Run 1, routing congestion:
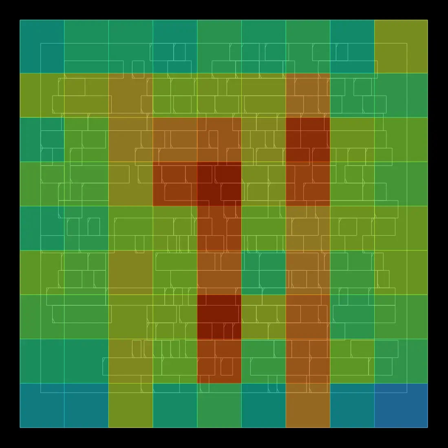
Run 1, floorplan with the power grid:
Drawn at 6 px/um. Pins as bars on the die edge.
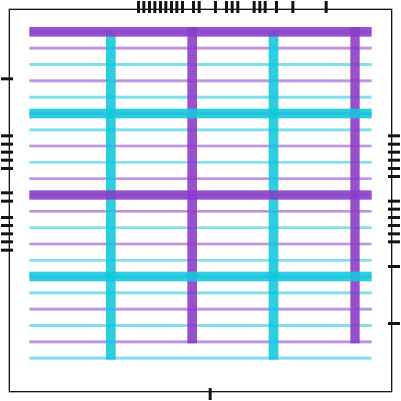
Run 1, placement by cell class:
Drawn at 8 px/um. Fill, decap, tap and diode cells in grey.
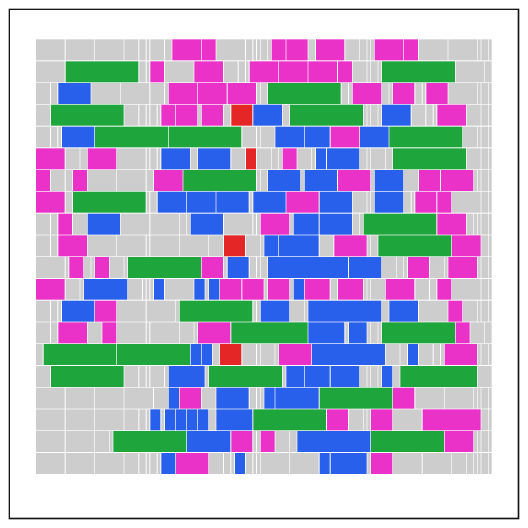
File: src/rtl/alu_arbiter.sv
`default_nettype none
// +--------------------------------------------------------------------------+
// | Module   : alu_arbiter                                                   |
// | Purpose  : Round-robin arbiter/sequencer placing two clients' operations |
// |            onto one shared, clocked 4-bit ALU and returning the result   |
// |            to the granted client with gnt/done pulses.                   |
// | Options  : ALU_ARB_STATS_EN adds saturating per-client grant counters    |
// |            (gcnt0/gcnt1).                                                |
// | Revision : 1.0 - initial release                                         |
// +--------------------------------------------------------------------------+
module alu_arbiter #(
  parameter int ALU_LATENCY = 1
) (
  input  logic       clk,
  input  logic       reset,
  input  logic       req0,
  input  logic [3:0] a0,
  input  logic [3:0] b0,
  input  logic [1:0] sel0,
  input  logic       req1,
  input  logic [3:0] a1,
  input  logic [3:0] b1,
  input  logic [1:0] sel1,
  output logic       gnt0,
  output logic       gnt1,
  output logic       done0,
  output logic       done1,
  output logic [3:0] result,
  output logic       ovf,
  output logic [3:0] alu_a,
  output logic [3:0] alu_b,
  output logic [1:0] alu_sel,
  output logic       alu_rst,
  input  logic [3:0] alu_out,
  input  logic       alu_overflow
`ifdef ALU_ARB_STATS_EN
  ,
  output logic [7:0] gcnt0,
  output logic [7:0] gcnt1
`endif
);

  localparam logic [1:0] c_IDLE  = 2'd0;
  localparam logic [1:0] c_ISSUE = 2'd1;
  localparam logic [1:0] c_WAIT  = 2'd2;
  localparam logic [1:0] c_RESP  = 2'd3;

  localparam logic [2:0] c_LAT = 3'(ALU_LATENCY);

  logic [1:0] r_state;
  logic [1:0] w_next;

  // r_last: 1 when client 1 was granted last, so client 0 wins the next tie
  logic       r_last;
  logic [2:0] r_cnt;
  logic [3:0] r_a;
  logic [3:0] r_b;
  logic [1:0] r_sel;
  logic [3:0] r_result;
  logic       r_ovf;
  logic       r_gnt0;
  logic       r_gnt1;
  logic       r_done0;
  logic       r_done1;
  logic       r_alu_rst;

  logic w_win0;
  logic w_win1;
  logic w_load;
  logic w_dec;
  logic w_capture;

  // State register
  always_ff @(posedge clk or negedge reset) begin
    if (!reset) begin
      r_state <= c_IDLE;
    end else begin
      r_state <= w_next;
    end
  end

  // Next-state: one operation at a time, wait out the ALU latency, respond
  always_comb begin
    w_next = r_state;
    case (r_state)
      c_IDLE:  if (req0 || req1) w_next = c_ISSUE;
      c_ISSUE: w_next = c_WAIT;
      c_WAIT:  if (r_cnt == 3'd1) w_next = c_RESP;
      c_RESP:  w_next = c_IDLE;
      default: w_next = c_IDLE;
    endcase
  end

  // Per-state control strobes, including the round-robin winner decision
  always_comb begin
    w_win0    = 1'b0;
    w_win1    = 1'b0;
    w_load    = 1'b0;
    w_dec     = 1'b0;
    w_capture = 1'b0;
    case (r_state)
      c_IDLE: begin
        w_win0 = req0 && (!req1 || r_last);
        w_win1 = req1 && (!req0 || !r_last);
      end
      c_ISSUE: w_load = 1'b1;
      c_WAIT: begin
        w_dec     = 1'b1;
        w_capture = (r_cnt == 3'd1);
      end
      default: ;
    endcase
  end

  // Operand capture, wait counter, result capture and handshake pulses
  always_ff @(posedge clk or negedge reset) begin
    if (!reset) begin
      r_last    <= 1'b1;
      r_cnt     <= 3'd0;
      r_a       <= 4'd0;
      r_b       <= 4'd0;
      r_sel     <= 2'd0;
      r_result  <= 4'd0;
      r_ovf     <= 1'b0;
      r_gnt0    <= 1'b0;
      r_gnt1    <= 1'b0;
      r_done0   <= 1'b0;
      r_done1   <= 1'b0;
      r_alu_rst <= 1'b1;
    end else begin
      r_alu_rst <= 1'b0;
      r_gnt0    <= w_win0;
      r_gnt1    <= w_win1;
      r_done0   <= w_capture && !r_last;
      r_done1   <= w_capture && r_last;
      if (w_win0) begin
        r_a    <= a0;
        r_b    <= b0;
        r_sel  <= sel0;
        r_last <= 1'b0;
      end else if (w_win1) begin
        r_a    <= a1;
        r_b    <= b1;
        r_sel  <= sel1;
        r_last <= 1'b1;
      end
      if (w_load) begin
        r_cnt <= c_LAT;
      end else if (w_dec) begin
        r_cnt <= r_cnt - 3'd1;
      end
      if (w_capture) begin
        r_result <= alu_out;
        r_ovf    <= alu_overflow;
      end
    end
  end

  assign gnt0    = r_gnt0;
  assign gnt1    = r_gnt1;
  assign done0   = r_done0;
  assign done1   = r_done1;
  assign result  = r_result;
  assign ovf     = r_ovf;
  assign alu_a   = r_a;
  assign alu_b   = r_b;
  assign alu_sel = r_sel;
  assign alu_rst = r_alu_rst;

`ifdef ALU_ARB_STATS_EN
  logic [7:0] r_gcnt0;
  logic [7:0] r_gcnt1;

  // Grant counters, one per client, sticking at all-ones
  always_ff @(posedge clk or negedge reset) begin
    if (!reset) begin
      r_gcnt0 <= 8'd0;
      r_gcnt1 <= 8'd0;
    end else begin
      if (r_gnt0 && (r_gcnt0 != 8'hFF)) r_gcnt0 <= r_gcnt0 + 8'd1;
      if (r_gnt1 && (r_gcnt1 != 8'hFF)) r_gcnt1 <= r_gcnt1 + 8'd1;
    end
  end

  assign gcnt0 = r_gcnt0;
  assign gcnt1 = r_gcnt1;
`endif

endmodule
`default_nettype wire

File: config.mk
export PLATFORM = sky130hd
export DESIGN_NAME = alu_arbiter
export DESIGN_NICKNAME = d
export VERILOG_FILES = /design/src/rtl/alu_arbiter.sv
export SDC_FILE = /design/constraint.sdc
export NUM_CORES = 1
export LEC_CHECK = 0
export CAP_MARGIN = 40
export CORE_MARGIN = 3
export CORE_UTILIZATION = 35
export DETAILED_ROUTE_END_ITERATION = 6
export PLACE_DENSITY_LB_ADDON = 0.15
export SLEW_MARGIN = 10
export SYNTH_ARGS = -nofsm -noshare
export SYNTH_HDL_FRONTEND = slang
export SYNTH_SLANG_ARGS = --single-unit
File: constraint.sdc
create_clock -name clk -period 1.5 [get_ports clk]
set_clock_uncertainty 0.2 [all_clocks]
set_input_delay 0.45 -clock clk [delete_from_list [all_inputs] [get_ports clk]]
set_output_delay 0.45 -clock clk [all_outputs]
set_load 0.01 [all_outputs]
==> results.cfg, run 1 <==
; implementation run metrics
[power]
finalPower_mw = 3.71
combPwrFrac_pct = 59.6
p_seq_share_pct = 32.1
powerComb_mw = 2.21
powerClk_mw = 0.306
power.group.top = combinational cells
p_sw_share_pct = 34.8
p_seq_mw = 1.19
power_frac_clock_pct = 8.3
irDropWorstVdd_mv = 1.01
p_per_area_nw_per_um2 = 1870
p_int_mw = 2.42
switchingPower_mw = 1.29
leakage_nw = 0.930

[layout]
mi_logic_area_um2 = 602
seqCellArea_um2 = 653
area_growth_pct = 71.2
nets = 205
drive_above_1_share_pct = 48.5
num_antenna_cells = 0
nFillCells = 280

[grt]
gr-total-overflow = 0
grt_max_degree = 27
grt_pass1_wl_um = 5370
antenna_found_initial = 0
use_met2_pct = 28.3
grt_use_total_pct = 16.9
grt_pass1_vias = 1113
gr-usage-met1_pct = 21.0

[place]
port_buffers = 48
place.gp.congestion = 0.734
place_hpwl_um = 2120

[routing]
wl_um = 3060
via_per_inst = 4.84
drc = 0
met2WireLength_um = 1580
ant_nets = 0
initialDrtViolationCount = 26
routedWlPerCell_um = 14.3
top_layer_used = met4
routedLengthMet1_um = 1260
via_count = 1030
firstDrtPassIters = 4
met3_wirelength_um = 161

[clock_network]
cts.clk_slew.worst_paths_ns = 0.14
clk_path_buf_depth = 2
cts-root-buf = clkbuf_4
clk-insertion-delay-late_ns = 0.31
cts_buffers = 3
htreeDepth = 1
cts_sinks = 26
cts_tree = yes
hold_buffers = 0

[setup_path]
critical_path.endpoint = alu_b[2]
crit_path_max_incr_delay_ns = 0.41
critPathTopFamily = flip-flops
critPathBufInv = 2
critPathArrivalTime_ns = 1.70
cp_num_cells = 6
cp_data_required_time_ns = 1.52
path_class = reg -> reg
rr_worst_depth = 6
r2r_end = alu_b[2]
crit_path_max_fanout = 5
timing.rr.start = r_state[0]
r2r_setup_slack_ns = -0.18
slowest_stage = dfrtp_1
path_cells = inv_2 > ha_4 > and2_4 > a32oi_4 > buf_6 > a221o_1
end_kind = flip-flop
startpoint_type = flip-flop
crit_start = r_state[0]

[synthesis]
simple_gate_area_share_pct = 13.2
synth-seq-cells = 26
syn_nets = 128
yosys.area.top_type = dfrtp_1
synth.avg_cell_area_um2 = 12.4
muxShareOfSynthArea_pct = 6.82
ff_type = dfrtp_1
ys.warnings.count = 0
yosysTopAreaCellShare_pct = 51.9
synth_cell_types = 24
syn_inst = 93
aoi_share_pct = 13.4
syn_area_um2 = 1160
ys_sh_adder_pct = 6.49
synth_dominant_cell_count = dfrtp_1
topCellsByArea = dfrtp_1, a221o_1, mux2_2, ha_1, and3_1
top_cells_by_count = dfrtp_1, a221o_1, and3_1, mux2_2
edf_count = 0
xor_share_pct = 0
netlist_logic_family_top = AND-OR/OR-AND gates
async_reset_ff_share_pct = 100
yosysSeqAreaShare_pct = 56.5
yosys_cells = 93
yosys.stat.chipArea_um2 = 1160

[floorplan]
die-area_um2 = 4030
io_pins = 49
die_h_um = 63.5
fp_util_pct = 37.3
die_width_um = 63.5
rows = 20
core-area_um2 = 3100

[timing]
finalCriticalPeriod_ns = 1.68
max_freq_mhz = 596
drv_slew = 0
fin_crit_sh_pct = 112
setup_viol = 32
hold-worst-slack_ns = 0.264
setup_ws_ns = -0.178
hold_viol_final = 0
rsz0062_at_grt = true

[outcome]
outcome = finished, violations left
failed_checks = setup timing

[flow_run]
warnings = 33
maxCapViolations = 0

[hold_path]
hp-class = in -> async
Notes on 'routing congestion' above:
GR peak layer: met2
GR met3 Demand/Resource: 3.57%

Notes on 'floorplan with the power grid' above:
- VDD: purple
- VSS: cyan
- met1 rails: 21
- met5 straps: 4
- rows: 20
- signal pins: 49

Notes on 'placement by cell class' above:
- remaining buffers and delay cells: magenta (cells 74; share of their area 32%)
- clock drivers and dummy loads: red (cells 4; share of their area 1.4%)
- combinational and other logic: blue (cells 65; share of their area 32%)
- sequential cells: green (cells 26; share of their area 34%)

-- run 1: sequential cells by signal, summed over array words and instances, names as in the netlist --
signal,cells
alu_rst,1
r_last,1
done1,1
gnt0,1
r_cnt,3
gnt1,1
alu_a,4
result,4
done0,1
r_state,2
ovf,1
alu_b,4
alu_sel,2
-- run 1: logic make-up (layout without fill, tap and decap cells) --
| logic type | Yosys count | count (layout) |
|---|---|---|
| buf+inv | 9 | 84 |
| fa+ha+maj | 6 | 6 |
| flops | 26 | 26 |
| mux | 7 | 7 |
| other cells | 1 | 1 |
| compound gates | 17 | 17 |
| simple gates | 27 | 28 |
-- run 1: layout make-up --
class                           instances  share of cell area, %
Clock buffer                            4                   1.33
Inverter                                6                   1.14
Multi-Input combinational cell         59                   30.4
Sequential cell                        26                   33.0
Tap cell                               44                   2.78
Timing Repair Buffer                   74                   31.4
-- run 1: cells in the final DEF (no fill, tap or decap), drive strengths merged, types with 3 or more instances in the layout --
| cell type | count |
|---|---|
| a221o | 10 |
| and3 | 11 |
| buf | 46 |
| clkbuf | 4 |
| clkdlybuf4s50 | 26 |
| dfrtp | 24 |
| ha | 6 |
| inv | 6 |
| mux2 | 7 |
| nand2 | 5 |
| nand2b | 3 |
| nor2 | 6 |
-- run 1: stage by stage --
step	instances	setup WS [ns]	TNS (ns)	util, %	instance area, um2
after CTS	211	-0.135	-2.22	62.9	1950
after detailed placement	197	-0.676	-8.68	59.8	1860
after floorplan	93	-0.0566	-0.543	-	1220
after global placement	197	-0.641	-8.31	59.8	1860
final	213	-0.178	-2.42	63.8	1980
after global routing	213	-0.227	-4.32	63.8	1980
-- run 1: what timing repair did --
item	4_1_cts	5_1_grt
pin swaps	2	3
endpoints found under the setup margin	36	37
gates cloned	1	0
setup buffers	9	2
endpoints found under the hold margin	0	0
resized	97	5
## Run 2: what changed since run 1
==> constraint.sdc (replaced) <==
create_clock -name clk -period 1.8 [get_ports clk]
set_clock_uncertainty 0.2 [all_clocks]
set_input_delay 0.54 -clock clk [delete_from_list [all_inputs] [get_ports clk]]
set_output_delay 0.54 -clock clk [all_outputs]
set_load 0.01 [all_outputs]
==> run 2 against run 1 <==
  * The flow now finishes without violations
  * Power down 24%
  * Sequential cell count unchanged
  * Combinational power down 35%
  * Synthesized area unchanged
  * Via count down 6.6%
  * Core utilization down 4.4 points
  * Largest cell class unchanged
  * Final cell count down 7.0%
  * Largest power group unchanged
  * Wire length down 6.5%
  * Count of clock-buffer cells in the layout down 1
  * Critical path type is now in -> reg
==> results.cfg, run 2 <==
; implementation run metrics
[outcome]
outcome = completed

[grt]
grt_max_degree = 27
grt_pass1_vias = 932
grt_use_total_pct = 14.5
grt_pass1_wl_um = 4590
top_usage_layer = met2
antenna_found_initial = 0
gr-total-overflow = 0
use_met3_pct = 3.21

[synthesis]
edf_count = 0
synth_dominant_cell_count = dfrtp_1
yosys_cells = 93
synth.avg_cell_area_um2 = 12.4
ff_type = dfrtp_1
yosysSeqAreaShare_pct = 56.5
syn_nets = 128
yosys.area.top_type = dfrtp_1
yosys.stat.chipArea_um2 = 1160
syn_area_um2 = 1160
top_cells_by_count = dfrtp_1, a221o_1, and3_1, mux2_2
synth-seq-cells = 26
synth_cell_types = 24
syn_inst = 93
async_reset_ff_share_pct = 100
yosysTopAreaCellShare_pct = 51.9
topCellsByArea = dfrtp_1, a221o_1, mux2_2, ha_1, and3_1
ys.warnings.count = 0

[power]
p_seq_share_pct = 34.9
p_per_area_nw_per_um2 = 1540
p_int_mw = 1.88
p_sw_share_pct = 33.7
power_frac_clock_pct = 14.2
irDropWorstVdd_mv = 0.768
leakage_nw = 0.898
combPwrFrac_pct = 51.0
switchingPower_mw = 0.954

[layout]
lay_top_count = clkdlybuf4s50_1
num_antenna_cells = 0
area_growth_pct = 59.5
lay_top_cells = clkdlybuf4s50_1, dfrtp_1, dlygate4sd2_1
nFillCells = 280
nets = 190
seqCellArea_um2 = 653
drive_above_1_share_pct = 20.1
mi_logic_area_um2 = 507

[flow_run]
maxCapViolations = 0
warnings = 31

[clock_network]
cts.clk_slew.worst_paths_ns = 0.15
clk_path_buf_depth = 2
clk-insertion-delay-late_ns = 0.32
cts_sinks = 26
cts_buffers = 3
htreeDepth = 1
cts-root-buf = clkbuf_4
postCtsResizedCells = 24
cts_setup_buffers = 1
hold_buffers = 0
cts_tree = yes

[setup_path]
cp_data_required_time_ns = 1.82
critPathBufInv = 1
crit_path_max_incr_delay_ns = 0.55
critPathArrivalTime_ns = 1.78
startpoint_type = input port
crit_path_max_fanout = 13
end_kind = flip-flop
critPathTopFamily = buffers and inverters
slowest_stage = clkdlybuf4s50_1
path_class = in -> reg
path_cells = clkdlybuf4s50_1 > and2_4 > a32oi_4 > a221o_1

[floorplan]
die-area_um2 = 4030
fp_util_pct = 37.3
die_h_um = 63.5
io_pins = 49
rows = 20
die_width_um = 63.5
core-area_um2 = 3100

[routing]
top_layer_used = met4
routedLengthMet1_um = 1340
via_per_inst = 4.86
met2WireLength_um = 1300
wl_um = 2860
firstDrtPassIters = 4
via_count = 962
ant_nets = 0
met3_wirelength_um = 197
initialDrtViolationCount = 28
drc = 0

[timing]
setup_ws_ns = 0.0412
fin_crit_sh_pct = 97.7
hold_viol_final = 0
drv_slew = 0
max_freq_mhz = 569
setup_viol = 0
rsz0062_at_grt = true
finalCriticalPeriod_ns = 1.76

[place]
port_buffers = 48
preCtsSetupSlack_ns = -0.408
place.gp.congestion = 0.779
place_hpwl_um = 2010

[hold_path]
hp-class = reg -> reg
-- run 2: worst reg2reg max path: stages, from the launching register on --
cell and delay [ns]:
dfrtp_1 0.40, inv_1 0.09, ha_2 0.25, nand2_1 0.12
a21oi_1 0.05, buf_4 0.18, a221o_1 0.35
-- run 2: kinds of logic after synthesis --
family | synth area share (%)
flip-flops | 56.5
other | 0.324
adder cells (fa/ha/maj) | 6.49
multiplexers | 6.82
AND/OR/NAND/NOR | 13.2
AND-OR/OR-AND | 13.4
buffers and inverters | 3.25
-- run 2: final cells by class --
type,instances,share of cell area (%)
repair buffers,59,30.1
multi-input cells,59,27.5
well taps,44,2.99
clock buffers,3,1.22
inverters,6,1.22
clock inverters,1,1.63
flip-flops and latches,26,35.4
-- run 2: power by group through the flow --
stage	Sequential, mW	Clock, mW	Combinational [mW]
floorplan	1.08	0	0.692
global placement	1.00	0	1.34
detailed placement	1.01	0	1.38
CTS	0.988	0.416	1.29
global route	1.02	0.436	1.58
finish	0.987	0.401	1.44
-- run 2: final timing paths --
kind                                  from  cells after the start  slack, ns   endpoint
min in group asynchronous            reset                      2       0.35   alu_b[1]
worst min-delay path             result[2]                      1       0.32  result[2]
worst max register to register  r_state[0]                      6       0.06   alu_a[1]
worst max-delay path                  req0                      4       0.04   alu_a[1]
max in group asynchronous            reset                      2       0.82    alu_rst
worst min register to register   result[2]                      1       0.32  result[2]
-- run 2: stage by stage --
stage	power [mW]	std cells	hold WS [ns]	cell area (um2)	setup TNS [ns]
finish	2.83	198	0.320	1840	0
global route	3.04	198	0.328	1840	-0.00286
CTS	2.70	191	0.325	1760	0
detailed placement	2.39	186	0.296	1720	-4.51
global placement	2.34	186	0.288	1720	-4.24
floorplan	1.77	93	0.0444	1160	0
Run 2, sequential cells coloured by netlist name:
Drawn at 8 px/um.
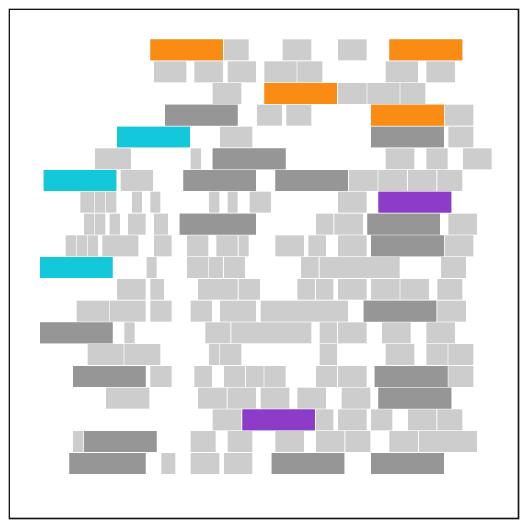
- alu_sel: purple (placed flops 2)
- r_cnt: cyan (placed flops 3)
- result: orange (placed flops 4)

Run 2, routing congestion:
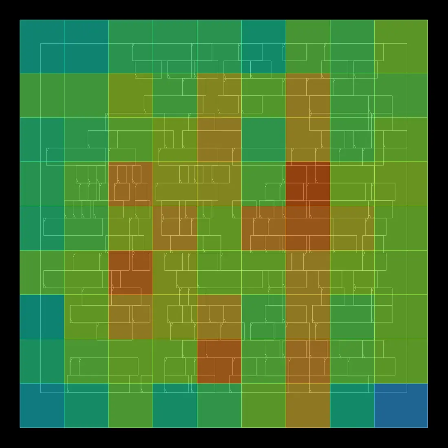
GR Util met1: 19.6%
met2 Resource Use GR: 22.8%
Final Util: 59.4%
Avg WL per Cell: 14.4 um

## Run 3: what changed since run 2
--- a/config.mk
+++ b/config.mk
@@ -9,6 +9,7 @@
 export CORE_MARGIN = 3
 export CORE_UTILIZATION = 35
 export DETAILED_ROUTE_END_ITERATION = 6
+export DONT_BUFFER_PORTS = 1
 export PLACE_DENSITY_LB_ADDON = 0.15
 export SLEW_MARGIN = 10
 export SYNTH_ARGS = -nofsm -noshare
==> run 3 against run 2 <==
  * Count of clock-buffer cells in the layout unchanged
  * Non-clock buffer count fell by 55
  * Sequential cell count unchanged
  * Via count is 23% lower
  * Combinational power down about 40%
  * Critical endpoint is now alu_b[3]
  * Highest routed layer unchanged
==> results.cfg, run 3 <==
; implementation run metrics
[synthesis]
yosys.area.top_type = dfrtp_1
edf_count = 0
synth.avg_cell_area_um2 = 12.4
ff_type = dfrtp_1
top_cells_by_count = dfrtp_1, a221o_1, and3_1, mux2_2
synth-seq-cells = 26
synth_dominant_cell_count = dfrtp_1
yosysSeqAreaShare_pct = 56.5
syn_nets = 128
yosys_cells = 93
yosysTopAreaCellShare_pct = 51.9
topCellsByArea = dfrtp_1, a221o_1, mux2_2, ha_1, and3_1
synth_cell_types = 24
ys.warnings.count = 0
yosys.stat.chipArea_um2 = 1160
syn_inst = 93
async_reset_ff_share_pct = 100
syn_area_um2 = 1160

[place]
place_hpwl_um = 1730
place.gp.congestion = 0.702
preCtsSetupSlack_ns = -0.00415
place_area_um2 = 1200
port_buffers = 0
place_inst = 135

[layout]
nets = 134
num_antenna_cells = 0
final_util_pct = 42.1
area_growth_pct = 12.9
lay_top_cells = dfrtp_1, and3_1, a221o_1
drive_above_1_share_pct = 20.4
stdcell_area_um2 = 1310
lay_top_count = dfrtp_1
nFillCells = 316
stdcell_count = 142

[setup_path]
cp_data_required_time_ns = 1.81
timing.rr.start = r_state[0]
path_class = reg -> reg
critPathTopFamily = flip-flops
startpoint_type = flip-flop
r2r_end = alu_b[3]
path_cells = inv_1 > ha_1 > nand2_1 > a21oi_1 > buf_4 > a221o_1
end_kind = flip-flop
crit_path_max_fanout = 11
critPathBufInv = 2
crit_path_max_incr_delay_ns = 0.39
r2r_setup_slack_ns = 0.08
critPathArrivalTime_ns = 1.74
slowest_stage = dfrtp_1
crit_start = r_state[0]
rr_worst_depth = 6

[timing]
fin_tns_setup_ns = 0
fin_crit_sh_pct = 95.8
drv_slew = 0
finalCriticalPeriod_ns = 1.72
setup_ws_ns = 0.0756
hold-worst-slack_ns = 0.151
hold_viol_final = 0
max_freq_mhz = 580
setup_viol = 0
rsz0062_at_grt = false

[routing]
drc = 0
initialDrtViolationCount = 51
top_layer_used = met4
ant_nets = 0
via_per_inst = 5.23
routedWlPerCell_um = 16.2
via_count = 742
firstDrtPassIters = 3
met3_wirelength_um = 172
routedLengthMet1_um = 1000
wl_um = 2300
met2WireLength_um = 1110

[clock_network]
cts_buffers = 3
clk_path_buf_depth = 2
clk-insertion-delay-late_ns = 0.31
cts-root-buf = clkbuf_4
cts_tree = yes
cts_sinks = 26
htreeDepth = 1
cts.clk_slew.worst_paths_ns = 0.14

[hold_path]
hold_end = alu_b[1]
hp-start = b1[1]
min_path_cells = 1
hp-class = in -> reg

[grt]
top_usage_layer = met2
grt_pass1_wl_um = 3820
antenna_found_initial = 0
gr-usage-met1_pct = 15.0
grt_max_degree = 27
grt_pass1_vias = 775
grt_use_total_pct = 12.3
use_met2_pct = 19.6
use_met3_pct = 5.53
gr-total-overflow = 0

[power]
irDropWorstVdd_mv = 0.892
p_per_area_nw_per_um2 = 1820
finalPower_mw = 2.38
leakage_nw = 0.626

[flow_run]
warnings = 30
maxCapViolations = 0

[floorplan]
rows = 20
die_h_um = 63.5
core-area_um2 = 3100
die-area_um2 = 4030
io_pins = 49
die_width_um = 63.5
fp_util_pct = 37.3

[outcome]
outcome = completed
-- run 3: cell count changes in the layout (fill, tap and decap cells not counted) --
cell / before / now
clkdlybuf4s15_1: 4 / 0
dlygate4sd2_1: 15 / 0
clkdlybuf4s50_1: 27 / 0
ha_1: 5 / 6
buf_2: 1 / 0
a32oi_4: 2 / 1
ha_2: 1 / 0
dlymetal6s2s_1: 1 / 0
buf_4: 10 / 2
dlygate4sd3_1: 0 / 1
-- run 3: worst max-delay path by stage --
stage	endpoint	slack (ns)	depth (start not counted)
3_5_place_dp	alu_b[3]	-0.004	5
2_1_floorplan	alu_a[0]	0.16	6
4_1_cts	alu_b[3]	0.05	6
5_1_grt	alu_b[3]	0.0004	6
3_3_place_gp	alu_a[3]	0.07	5
6_report	alu_b[3]	0.08	6
-- run 3: where the power goes --
group	switching, mW	internal, mW	leakage, nW
Clock	0.173	0.225	0.0279
Combinational	0.411	0.455	0.282
Sequential	0.259	0.856	0.317
-- run 3: cells by family after synthesis --
kind of cell / count (synthesis) / share of synthesized area, %
muxes: 7 / 6.82
and+or+nand+nor: 27 / 13.2
adders and majority gates: 6 / 6.49
buffers and inverters: 9 / 3.25
other: 1 / 0.324
DFF: 26 / 56.5
AOI/OAI and AO/OA: 17 / 13.4
-- run 3: cell type report --
cell class	count	area [um2]	share of cell area (%)
sequential	26	653	50.0
tap	44	55.1	4.22
timing repair buffer	4	45.0	3.45
multi-input combinational	58	477	36.5
inverter	6	22.5	1.73
clock buffer	3	22.5	1.73
clock inverter	1	30.0	2.30
-- run 3: repair_timing --
action                                  CTS  global route
hold buffers                              2             0
buffers inserted                          0             1
endpoints found under the hold margin    26             0
endpoints found under the setup margin   10             3
gates resized                             1             0
pin swaps                                 0             0
Run 3, floorplan with the power grid:
Drawn at 6 px/um. Pins as bars on the die edge.
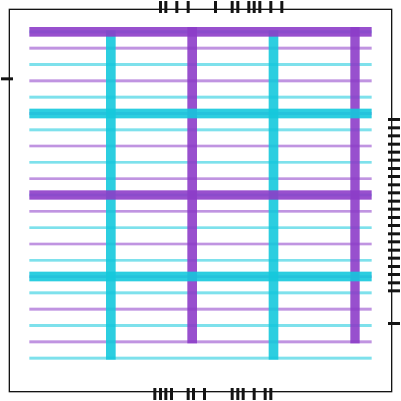
- VSS: cyan
- VDD: purple
- rows: 20
- met4 straps: 4
- met1 rails: 21

Run 3, placement by cell class:
Drawn at 8 px/um. Fill, decap, tap and diode cells in grey.
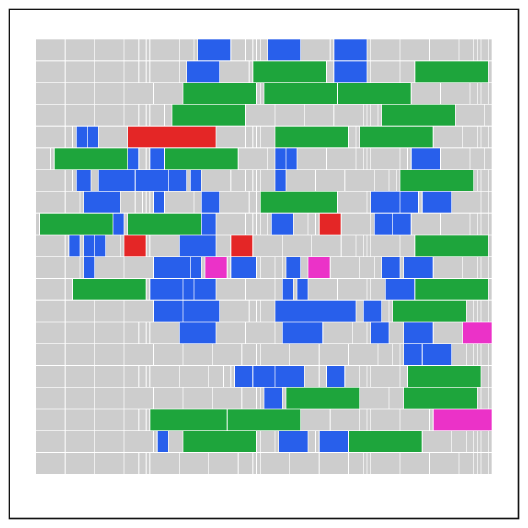
- clock drivers and dummy loads: red (cells 4; share of their area 4.2%)
- combinational and other logic: blue (cells 64; share of their area 40%)
- remaining buffers and delay cells: magenta (cells 4; share of their area 3.6%)
- sequential cells: green (cells 26; share of their area 52%)

Power figures rest on the tool's default switching activity, not on a simulated workload.
